==> images/port_trees.png <==
Drawn at 2 px/micron.
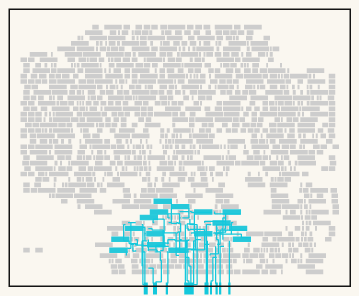
==> images/gates.png <==
Drawn at 3 px/micron.
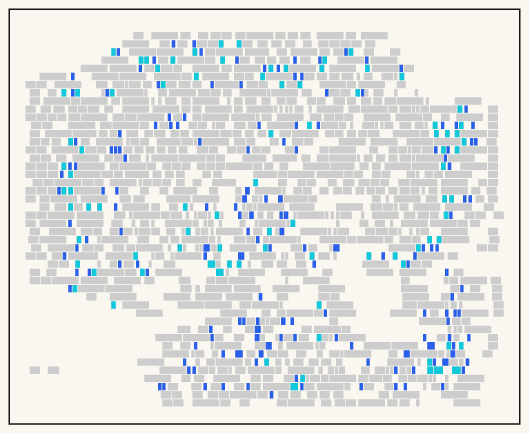
==> images/clock_nets.png <==
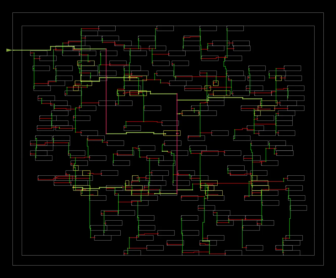
==> images/util_map.png <==
Drawn at 1.5 px/micron. 17 x 14 tiles, from dark purple (low) to yellow (high), 0 to 100% covered.
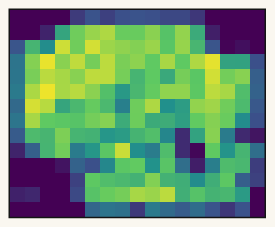
==> images/ff_map.png <==
Drawn at 2 px/micron.
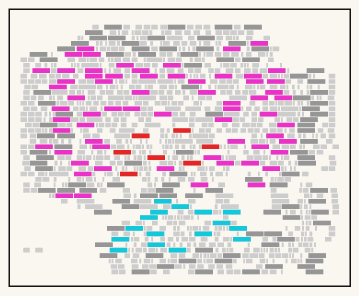
==> config.mk <==
export PLATFORM = sky130hd
export DESIGN_NAME = ecc_check_stage
export DESIGN_NICKNAME = d
export VERILOG_FILES = /design/src/rtl/ecc_check_stage.sv
export SDC_FILE = /design/constraint.sdc
export NUM_CORES = 1
export LEC_CHECK = 0
export CORE_ASPECT_RATIO = 0.8
export CORE_MARGIN = 5
export CORE_UTILIZATION = 47
export CTS_CLUSTER_SIZE = 16
export DETAILED_ROUTE_END_ITERATION = 12
export GPL_TIMING_DRIVEN = 0
export PLACE_DENSITY = 0.89
export SYNTH_ARGS = -nofsm -noshare
export SYNTH_HDL_FRONTEND = slang
export SYNTH_SLANG_ARGS = --single-unit
==> constraint.sdc <==
create_clock -name clk_i -period 7 [get_ports clk_i]
set_clock_uncertainty 0.2 [all_clocks]
set_input_delay 1.4 -clock clk_i [delete_from_list [all_inputs] [get_ports clk_i]]
set_output_delay 1.4 -clock clk_i [all_outputs]
set_load 0.03 [all_outputs]
==> results.sh <==
# physical design summary
export IMPL_status="finished clean"
export IMPL_ys_sh_mux_pct=9.50
export IMPL_syn_inst=898
export IMPL_async_flop_share_pct=100
export IMPL_arrival_ps=2870
export IMPL_synthAoiAreaFrac_pct=4.81
export IMPL_grt_busiest_layer="met2"
export IMPL_hold_buffers=0
export IMPL_ys_sh_simple_pct=12.4
export IMPL_setup_viol=0
export IMPL_wl_microns=29600
export IMPL_fin_ws_ps=2530
export IMPL_cp_max_fo=6
export IMPL_placed_cell_area_sq_mm=0.0119
export IMPL_num_rows=46
export IMPL_synth_avg_cell_area_sq_um=10.7
export IMPL_ys_flop_type="dfrtp_1"
export IMPL_power_total_uw=3920
export IMPL_track_usage_pct=25.7
export IMPL_ir_worst_vdd_mv=0.179
export IMPL_rsz0062_at_grt="no"
export IMPL_drt_pre_antenna_iters=5
export IMPL_yosysWarnings=0
export IMPL_layout_drive_gt1_share_pct=10.1
export IMPL_hp_class="register to register"
export IMPL_clock_root_buffer="clkbuf_16"
export IMPL_power_density_mw_per_mm2=316
export IMPL_synth_net_count=977
export IMPL_routabilityCongestion=0.972
export IMPL_postSynthSeqShare_pct=49.1
export IMPL_grtUsageMet2_pct=40.1
export IMPL_fin_crit_ps=4470
export IMPL_pre_cts_ws_ps=2500
export IMPL_timing_slew_headroom_pct=16.4
export IMPL_cts_buffer_depth=2
export IMPL_antenna_found_initial=0
export IMPL_die_h_microns=138
export IMPL_drtIter0Drc=725
export IMPL_tightest_slew_ps=1240
export IMPL_cts_tree="built"
export IMPL_dp_final_hpwl_microns=22500
export IMPL_p_leak_uw=0.00484
export IMPL_clkTransAtPathRegs_ps=70
export IMPL_diodes=0
export IMPL_met3_usage_pct=8.38
export IMPL_synth_cell_type_count=38
export IMPL_wl_met2_microns=13400
export IMPL_grt_pass1_vias=7629
export IMPL_gr_usage_met1_pct=35.5
export IMPL_synth_chip_area_sq_mm=0.00959
export IMPL_yosys_stat_cells=898
export IMPL_nets=1188
export IMPL_viasPerCell=5.46
export IMPL_htree_levels=4
export IMPL_final_area_sq_mm=0.0124
export IMPL_hold_violations=0
export IMPL_antenna_left=0
export IMPL_fa_ha_area_share_pct=0.261
export IMPL_drc=0
export IMPL_vias=7565
export IMPL_xor_share_pct=22.2
export IMPL_end_kind="output pin"
export IMPL_wl_per_cell_microns=21.3
export IMPL_finalCritPeriodShare_pct=63.8
export IMPL_syn_area_sq_mm=0.00959
export IMPL_dp_cells=1354
export IMPL_route_met3_wl_microns=2950
export IMPL_holdPathStages=1
export IMPL_top_area_share_pct=49.1
export IMPL_synth_flops=188
export IMPL_chipArea_sq_mm=0.0234
export IMPL_cts_resized=0
export IMPL_highest_layer="met4"
-- port_trees.png (at the start) --
| colour | port | bits | direction | edge | end cells | buffers | wire |
|---|---|---|---|---|---|---|---|
| cyan | double_cnt_o | 16 | output | south | 16 | 16 | 838 microns |
Ports: 193
PortBufs: 191

-- gates.png (at the start) --
| colour | family | cells | most used | where |
|---|---|---|---|---|
| cyan | aoi and oai cells | 87 | a21oi_1 | all over the die |
| blue | nor cells | 157 | nor2_1 | all over the die |
most numerous logic cell after layout: clkdlybuf4s50_1
Final Non-Filler Cells: 1,386
combinational share of cell area: 37.9%

-- clock_nets.png (at the start) --
CTS Buf Count: 17
flop count: 188
insertion delay at the late pin of the worst-skew pair: 430 ps
clock buffers: 18
clock-net power: 944 uW

-- util_map.png (at the start) --
mean over tiles: 52%
fullest tile: 98%
nearly empty tiles: 13%
emptiest ninth of the die: south-west
Init Core Util: 48.0%
core area: 0.0200 sq mm

-- ff_map.png (at the start) --
| colour | signal | placed flops |
|---|---|---|
| magenta | s1_cw | 64 |
| cyan | double_cnt_o | 16 |
| red | s1_syn | 7 |
final core utilization: 62.2%
sequential cell area: 0.00470 sq mm
Seq area share: 37.9%

-- critical path, cell delays in order --
cell and delay, ps:
clkdlybuf4s50_1 580, nand3b_1 190, clkdlybuf4s50_1 690
-- where the power goes --
part	total, uW	internal [uW]	switching, uW	leakage (uW)
sequential	1440	1290	149	0.00225
combinational	1540	690	854	0.00232
clock	944	479	465	0.000270
-- cell type report --
| type | instances | area (sq um) |
|---|---|---|
| Buffer | 38 | 143 |
| Clock buffer | 18 | 439 |
| Clock inverter | 14 | 123 |
| Fill cell | 1632 | 7540 |
| Inverter | 7 | 33.8 |
| Multi-Input combinational cell | 665 | 4720 |
| Sequential cell | 188 | 4700 |
| Tap cell | 264 | 330 |
| Timing Repair Buffer | 192 | 1940 |
-- cells in the final DEF, fill, tap and decap left out, types with 6 or more instances in the layout --
| master | n |
|---|---|
| nand2b_1 | 9 |
| buf_1 | 7 |
| xnor3_1 | 14 |
| nand2_1 | 69 |
| clkbuf_1 | 31 |
| o21ai_0 | 10 |
| xor2_1 | 67 |
| dfrtp_1 | 188 |
| inv_6 | 6 |
| mux2i_1 | 10 |
| nor3_1 | 10 |
| a21oi_1 | 70 |
| nand3_1 | 12 |
| mux2_2 | 72 |
| xnor2_1 | 135 |
| clkbuf_16 | 17 |
| clkdlybuf4s50_1 | 191 |
| nand4_1 | 8 |
| nor2_1 | 138 |
| inv_1 | 6 |
-- Yosys cell counts (3+ instances only) --
cell type / n
or2_2: 5
dfrtp_1: 188
xnor3_1: 14
nand2_1: 69
and4_1: 4
o21ai_0: 10
clkbuf_1: 31
xnor2_1: 135
and3_1: 3
nand3b_1: 3
mux2i_1: 10
nand2b_1: 9
mux2_2: 72
nand3_1: 12
inv_1: 7
buf_1: 7
nor2_1: 138
a21oi_1: 70
nor4_1: 5
xor2_1: 67
nor3_1: 10
nand4_1: 8
Power figures rest on the tool's default switching activity, not on a simulated workload.
